==> src/rtl/aes_axi_stream_master.sv <==
// aes_axi_stream_master: buffers 128-bit AES result blocks and serialises each into four 32-bit AXI4-Stream beats.
module aes_axi_stream_master #(
  parameter int C_M_AXIS_TDATA_WIDTH = 32,
  parameter int FIFO_DATA_WIDTH      = 128,
  parameter int BUF_DEPTH            = 4,
  parameter int BUF_ADDR_WIDTH       = 2
) (
  input  logic                              m00_axis_aclk,
  input  logic                              m00_axis_aresetn,
  input  logic                              aes_blk_wvalid,
  output logic                              aes_blk_wready,
  input  logic [FIFO_DATA_WIDTH-1:0]        aes_blk_wdata,
  input  logic                              aes_blk_last,
  output logic                              m00_axis_tvalid,
  input  logic                              m00_axis_tready,
  output logic [C_M_AXIS_TDATA_WIDTH-1:0]   m00_axis_tdata,
  output logic [C_M_AXIS_TDATA_WIDTH/8-1:0] m00_axis_tstrb,
  output logic                              m00_axis_tlast,
  output logic                              axis_master_done,
  output logic                              axis_master_busy
);
  localparam int W = C_M_AXIS_TDATA_WIDTH;
  localparam logic [BUF_ADDR_WIDTH:0]   CNT_FULL = BUF_DEPTH[BUF_ADDR_WIDTH:0];
  localparam logic [BUF_ADDR_WIDTH:0]   CNT_ONE  = 1;
  localparam logic [BUF_ADDR_WIDTH-1:0] PTR_ONE  = 1;
  typedef enum logic {IDLE, SEND} state_t;
  logic [FIFO_DATA_WIDTH:0]  mem_q [BUF_DEPTH];
  logic [BUF_ADDR_WIDTH-1:0] wr_ptr_q, wr_ptr_d, rd_ptr_q, rd_ptr_d, rd_nxt;
  logic [BUF_ADDR_WIDTH:0]   count_q, count_d;
  state_t                    state_q, state_d;
  logic [1:0]                beat_q, beat_d;
  logic                      tvalid_q, tvalid_d, tlast_q, tlast_d, done_q, done_d;
  logic [W-1:0]              tdata_q, tdata_d;
  logic                      push, pop, hs;
  logic [FIFO_DATA_WIDTH:0]  head, nxt;
  assign aes_blk_wready   = count_q != CNT_FULL;
  assign push             = aes_blk_wvalid && aes_blk_wready;
  assign hs               = tvalid_q && m00_axis_tready;
  assign pop              = hs && state_q == SEND && beat_q == 2'd3;
  assign rd_nxt           = rd_ptr_q + PTR_ONE;
  assign head             = mem_q[rd_ptr_q];
  assign nxt              = mem_q[rd_nxt];
  assign m00_axis_tvalid  = tvalid_q;
  assign m00_axis_tdata   = tdata_q;
  assign m00_axis_tlast   = tlast_q;
  assign m00_axis_tstrb   = '1;
  assign axis_master_done = done_q;
  assign axis_master_busy = count_q != '0 || tvalid_q;
  always_comb begin
    state_d  = state_q;
    beat_d   = beat_q;
    tvalid_d = tvalid_q;
    tdata_d  = tdata_q;
    tlast_d  = tlast_q;
    done_d   = hs && tlast_q;
    wr_ptr_d = push ? wr_ptr_q + PTR_ONE : wr_ptr_q;
    rd_ptr_d = pop ? rd_nxt : rd_ptr_q;
    count_d  = (push && !pop) ? count_q + CNT_ONE : (pop && !push) ? count_q - CNT_ONE : count_q;
    if (state_q == IDLE) begin
      if (count_q != '0) begin
        state_d  = SEND;
        tvalid_d = 1'b1;
        beat_d   = 2'd0;
        tdata_d  = head[W-1:0];
        tlast_d  = 1'b0;
      end
    end else if (hs) begin
      if (beat_q != 2'd3) begin
        beat_d  = beat_q + 2'd1;
        tdata_d = head[{beat_d, 5'd0} +: W];
        tlast_d = beat_d == 2'd3 && head[FIFO_DATA_WIDTH];
      end else begin
        // a same-cycle write is not visible yet, so only entries already counted chain on
        beat_d  = 2'd0;
        tlast_d = 1'b0;
        if (count_q > CNT_ONE) begin
          tdata_d = nxt[W-1:0];
        end else begin
          tvalid_d = 1'b0;
          state_d  = IDLE;
        end
      end
    end
  end
  always_ff @(posedge m00_axis_aclk or negedge m00_axis_aresetn) begin
    if (!m00_axis_aresetn) begin
      state_q  <= IDLE;
      beat_q   <= '0;
      tvalid_q <= 1'b0;
      tdata_q  <= '0;
      tlast_q  <= 1'b0;
      done_q   <= 1'b0;
      wr_ptr_q <= '0;
      rd_ptr_q <= '0;
      count_q  <= '0;
    end else begin
      state_q  <= state_d;
      beat_q   <= beat_d;
      tvalid_q <= tvalid_d;
      tdata_q  <= tdata_d;
      tlast_q  <= tlast_d;
      done_q   <= done_d;
      wr_ptr_q <= wr_ptr_d;
      rd_ptr_q <= rd_ptr_d;
      count_q  <= count_d;
    end
  end
  always_ff @(posedge m00_axis_aclk) begin
    if (push) mem_q[wr_ptr_q] <= {aes_blk_last, aes_blk_wdata};
  end
endmodule

==> config.mk <==
export PLATFORM = sky130hd
export DESIGN_NAME = aes_axi_stream_master
export DESIGN_NICKNAME = d
export VERILOG_FILES = /design/src/rtl/aes_axi_stream_master.sv
export SDC_FILE = /design/constraint.sdc
export NUM_CORES = 1
export LEC_CHECK = 0
export ABC_AREA = 1
export ABC_CLOCK_PERIOD_IN_PS = 8200
export CAP_MARGIN = 10
export CORE_MARGIN = 2
export CORE_UTILIZATION = 59
export CTS_CLUSTER_SIZE = 12
export DETAILED_ROUTE_END_ITERATION = 7
export PLACE_DENSITY = 0.81
export SLEW_MARGIN = 20
export SYNTH_ARGS = -nofsm -noshare
export SYNTH_HDL_FRONTEND = slang
export SYNTH_SLANG_ARGS = --single-unit
==> constraint.sdc <==
create_clock -name m00_axis_aclk -period 8.2 [get_ports m00_axis_aclk]
set_input_delay 1.64 -clock m00_axis_aclk [delete_from_list [all_inputs] [get_ports m00_axis_aclk]]
set_output_delay 1.64 -clock m00_axis_aclk [all_outputs]
set_load 0.005 [all_outputs]
==> run_1/met2.png <==
Scale: 2 px per um.
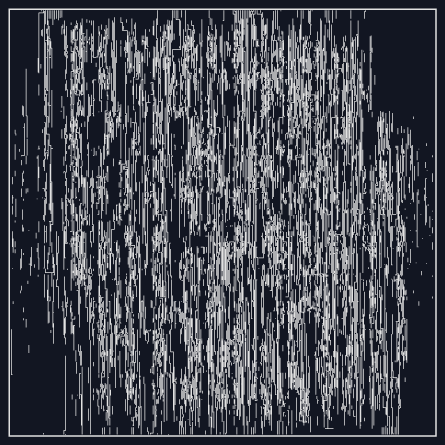
wire length on this layer = 30.5 mm
longest straight run = 112 um

==> run_1/final_placement.png <==
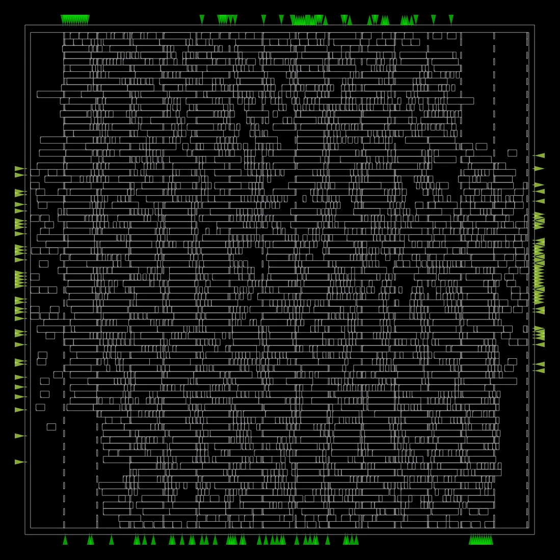
seq_cells: 561
Finished Core Util: 68.0%
Fill cells: 3056
row count: 76

==> run_1/metal_stack.png <==
Scale: 1 px per um. Two of the layers only.
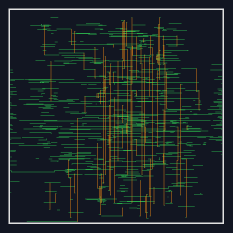
met3 -> green  # wire length 6950 um
met4 -> orange  # wire length 3290 um

==> metrics.cfg, run 1 <==
[status]
status=complete, no violations

[logic_synthesis]
synth_stat.cells=2708
syn_area_per_cell_um2=9.48
synth_cells=2708
syn_area_um2=25700
synth_flops=561
largest_area_cell=edfxtp_1

[placed_design]
dp_hpwl_mm=38.9
dpl_cell_area_um2=27600

[sta]
tns_ps=0
drv_slew=0
period_used_pct=46.2
tightest_slew_ps=1060
fin_crit_ps=3780
setup_viol=0

[drt]
antenna_left=0
vias_per_cell=5.53
wire_per_inst_um=19.3
drt-initial-drc-count=2417

[floorplan]
ios=174
die_x_um=213
die_y_um=213

[worst_setup_path]
cpPeakStageDelay_ps=940
path_cells=clkinv_8, buf_4, nand2_1, nand3_1, nand2_1, nand2_1, nand3_1, nand3_1, a21oi_1
r2r-start=rd_ptr_q[0]
crit_fanout=196

[worst_hold_path]
holdCritPathClass=flop to flop
min_from=count_q[2]

[layout]
drive_gt1_share_pct=3.93
final_cells=3439
area_growth_pct=13.9
nets=2962

[clock_tree]
cts_buffer_depth=3
cts-root-buf=clkbuf_16
postCtsSetupBuffers=0
ctsHoldBuffers=0
cts_num_sinks=561
clock_latency_ps=610

[global_route]
grt_max_degree=197
grtUsageTotal_pct=29.8
overflow=0

[power]
p_leak_nw=12.7

[flow_run]
warning_count=48

run 1: layout make-up:
type	count	area (um^2)	area share (%)
inverters	408	1550	5.29
well taps	585	732	2.50
flip-flops and latches	561	16600	56.9
multi-input cells	1599	6770	23.2
clock buffers	77	1550	5.32
diodes	1	2.50	0.00856
repair buffers	191	1900	6.51
clock inverters	17	83.8	0.287
run 1: worst min-delay path: stages, from the launching register on:
cell and delay, ps:
dfrtp_1 380, xor2_1 80, inv_1 40
run 1: routing by layer:
| layer | GRT usage, % | up-vias | share of wire (%) |
|---|---|---|---|
| li1 | - | 8854 | - |
| met1 | 40.5 | 8902 | 39 |
| met2 | 46.4 | 1088 | 46 |
| met3 | 5.79 | 175 | 10 |
| met4 | 15.1 | 2 | 4.9 |
| met5 | 0 | - | 0.020 |
run 1: kinds of logic (layout without fill, tap and decap cells):
kind of cell,after synthesis,count (layout),synth area share [%]
AOI/OAI and AO/OA,47,47,0.960
adders and majority gates,11,11,0.536
xor gates and xnor gates,5,5,0.171
other,1,5,0.0146
DFF,561,561,64.8
buffers and inverters,551,693,9.02
and+or+nand+nor,1532,1532,24.5
run 1: through the flow:
| step | util (%) | setup WS (ps) |
|---|---|---|
| 3_3_place_gp | 64.2 | 4540 |
| 6_report | 68.0 | 4420 |
| 4_1_cts | 68.0 | 4510 |
| 2_1_floorplan | - | 441 |
| 3_5_place_dp | 64.2 | 4520 |
| 5_1_grt | 68.0 | 4300 |
run 1: path summary, 6_finish.rpt:
check                                endpoint  depth (start not counted)
max                        m00_axis_tdata[15]                          9
min                                count_q[2]                          2
max reg2reg                m00_axis_tdata[15]                          9
min reg2reg                        count_q[2]                          2
max in group asynchronous         rd_ptr_q[1]                          2
min in group asynchronous     m00_axis_tvalid                          2
run 1: cell usage after synthesis (all sizes together):
| master | count |
|---|---|
| inv | 407 |
| nand4 | 1 |
| dfrtp | 45 |
| clkinv | 1 |
| edfxtp | 516 |
| nand3 | 418 |
| o22ai | 1 |
| nand2 | 1000 |
| buf | 114 |
| clkbuf | 29 |
| xor2 | 4 |
| nor3 | 1 |
| a21oi | 35 |
| ha | 11 |
| conb | 1 |
| o21ai | 8 |
| nor2 | 112 |
| xnor2 | 1 |
| a22o | 1 |
| o21bai | 1 |
| a31o | 1 |
run 1: report_power, final:
part	switching [mW]	leakage (nW)	internal [mW]
sequential	0.312	5.23	3.82
clock	1.02	0.804	1.31
combinational	3.04	6.71	1.24
run 1: sequential cells by signal, summed over array words and instances (netlist names):
name / flops
axis_master_done: 1
beat_q: 2
count_q: 3
m00_axis_tdata: 32
m00_axis_tlast: 1
m00_axis_tvalid: 1
mem_q: 516
rd_ptr_q: 2
state_q: 1
wr_ptr_q: 2
==> run 1 -> run 2 <==
--- a/config.mk
+++ b/config.mk
@@ -6,7 +6,7 @@
 export NUM_CORES = 1
 export LEC_CHECK = 0
 export ABC_AREA = 1
-export ABC_CLOCK_PERIOD_IN_PS = 8200
+export ABC_CLOCK_PERIOD_IN_PS = 3700
 export CAP_MARGIN = 10
 export CORE_MARGIN = 2
 export CORE_UTILIZATION = 59
==> constraint.sdc (replaced) <==
create_clock -name m00_axis_aclk -period 3.7 [get_ports m00_axis_aclk]
set_input_delay 0.74 -clock m00_axis_aclk [delete_from_list [all_inputs] [get_ports m00_axis_aclk]]
set_output_delay 0.74 -clock m00_axis_aclk [all_outputs]
set_load 0.005 [all_outputs]
==> run_2/met2.png <==
Scale: 2 px per um.
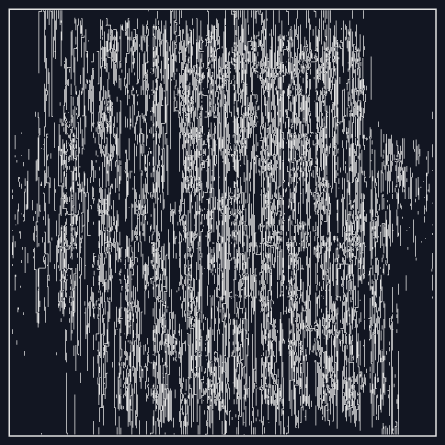
main direction = vertical
nets with wire on the layer = 2282
wire length on this layer = 31.0 mm
longest straight run = 97.6 um

==> run_2/metal_stack.png <==
Scale: 1 px per um. Two of the layers only.
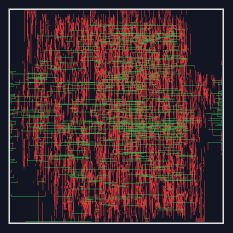
met3 -> green  # wire length 8250 um
met2 -> red  # wire length 31.0 mm

==> run 2 against run 1 <==
  * Routed wire length up 1.9%
  * Cell count up 0.44%
  * Via count up 2.0%
  * Critical endpoint is now aes_blk_wready
==> metrics.cfg, run 2 <==
[status]
status=complete, no violations

[logic_synthesis]
flop_cell=edfxtp_1
synthArstFlopShare_pct=8.02
ys_chip_area_um2=25700
ys_types=29
synth_cells=2708
synth-edff-count=516
postSynthSeqShare_pct=64.8
netlist_top_cells_count=nand2_1, edfxtp_1, nand3_1
yosys-top-cells-area=edfxtp_1, nand2_1, nand3_1, inv_1, dfrtp_1
yosysWarnings=0
largest_area_cell=edfxtp_1
syn_area_um2=25700
syn_area_per_cell_um2=9.48
synthMostInstantiatedCell=nand2_1
synth_stat.cells=2708
synth_flops=561

[clock_tree]
cts-root-buf=clkbuf_16
cts_buffer_depth=3
clock_latency_ps=620
post_cts_resized=0
clkTransAtPathRegs_ps=60
ctsHoldBuffers=0
tritoncts=done
postCtsSetupBuffers=0
cts_made_buffers=56
cts_num_sinks=561

[sta]
period_used_pct=73.8
hold_ws_ps=210
setup_ws_ps=969
tightest_slew_ps=982
fin_crit_ps=2730
clock_skew_ps=24.1
rsz0062_at_grt=false
fmax_mhz=366
hold_violations=0
setup_viol=0
slew_headroom_pct=34.4
tns_ps=0
drv_slew=0

[power]
p_leak_nw=12.9
irDropWorstVdd_uv=824
p_per_area_nw_per_um2=816
power_mw=24.1

[layout]
nets=2978
final_util_pct=68.6
largest_register_ffs=516
top_register=mem_q
area_growth_pct=14.9
final_cells=3454
drive_gt1_share_pct=4.29
final_cell_mix=nand2_1, edfxtp_1, nand3_1
antenna_cells=0
stdcell_area_um2=29500

[flow_run]
warning_count=36

[worst_hold_path]
holdCritPathClass=input port to asynchronous set/reset pin

[worst_setup_path]
r2r-start=rd_ptr_q[1]
reg2reg_to=m00_axis_tdata[24]
ff2ff_path_depth=8
r2r_setup_slack_ps=1030
crit_fanout=5
required_ps=2960

[drt]
drt-initial-drc-count=2874
wire_per_inst_um=19.6
drtPass1Iterations=6
finalWirelength_mm=67.8
antenna_left=0
drc_errors=0
num_vias=19400
vias_per_cell=5.61

[global_route]
overflow=0
grtUsageTotal_pct=30.5
grt_first_pass_wirelength_mm=104
antenna_found_initial=1
grt_max_degree=164

[floorplan]
dieArea_um2=45200
coreArea_um2=43000
die_x_um=213
rows=76
initCoreUtil_pct=59.7
ios=174
die_y_um=213

[placed_design]
dp_hpwl_mm=40.8
placed_cells=3361
numPortBuffers=169
dpl_cell_area_um2=27900
gp_congestion=0.871
pre_cts_slack_ps=768

## run 2: netlist changes by cell type in the layout (fill, tap and decap cells not counted), moves of 2 or more
| cell | previous run | this run |
|---|---|---|
| clkinv_1 | 6 | 4 |
| buf_4 | 18 | 20 |
| buf_12 | 4 | 19 |
| clkbuf_16 | 59 | 57 |
| clkbuf_1 | 17 | 23 |
| clkinv_2 | 9 | 5 |
| inv_8 | 0 | 2 |
## run 2: how the worst max path moves through the flow
stage | slack [ps] | to | startpoint
global route | 860 | aes_blk_wready | count_q[0]
detailed placement | 770 | mem_q[2][66] | aes_blk_wvalid
CTS | 950 | aes_blk_wready | count_q[0]
global placement | 810 | mem_q[2][87] | aes_blk_wvalid
finish | 970 | aes_blk_wready | count_q[0]
floorplan | -1090 | mem_q[0][0] | count_q[0]
## run 2: cells by family after synthesis
group / synth area share (%)
buffers and inverters: 9.02
AOI/OAI and AO/OA: 0.960
DFF: 64.8
other: 0.0146
xor gates and xnor gates: 0.171
adders and majority gates: 0.536
and+or+nand+nor: 24.5
## run 2: layer usage
| layer | track usage (%) | part of all wire (%) | routed length (um) | up-vias |
|---|---|---|---|---|
| met5 | 0 | 0 | 0 | - |
| met4 | 15.2 | 4.9 | 3320 | 0 |
| met3 | 6.07 | 12 | 8250 | 213 |
| met2 | 47.7 | 46 | 31000 | 1317 |
| met1 | 41.0 | 37 | 25200 | 8977 |
| li1 | - | - | - | 8885 |
## run 2: power by group
part	internal [mW]	switching (mW)
sequential	8.44	0.635
combinational	2.96	6.91
clock	2.83	2.27
total	14.2	9.82
## run 2: final cells by class
cell class / count / area (um^2)
timing repair buffer: 208 / 2220
clock buffer: 81 / 1530
multi-input combinational: 1599 / 6770
fill: 3002 / 13500
clock inverter: 12 / 68.8
tap: 585 / 732
inverter: 408 / 1540
sequential: 561 / 16600
## run 2: critical path, cell delays in order, from the launching register on
cell and delay [ps]:
dfrtp_1 430, inv_1 90, ha_1 250, nand2_1 100, clkdlybuf4s50_1 510
No activity file was given, so power comes from the tool's default toggle rates.
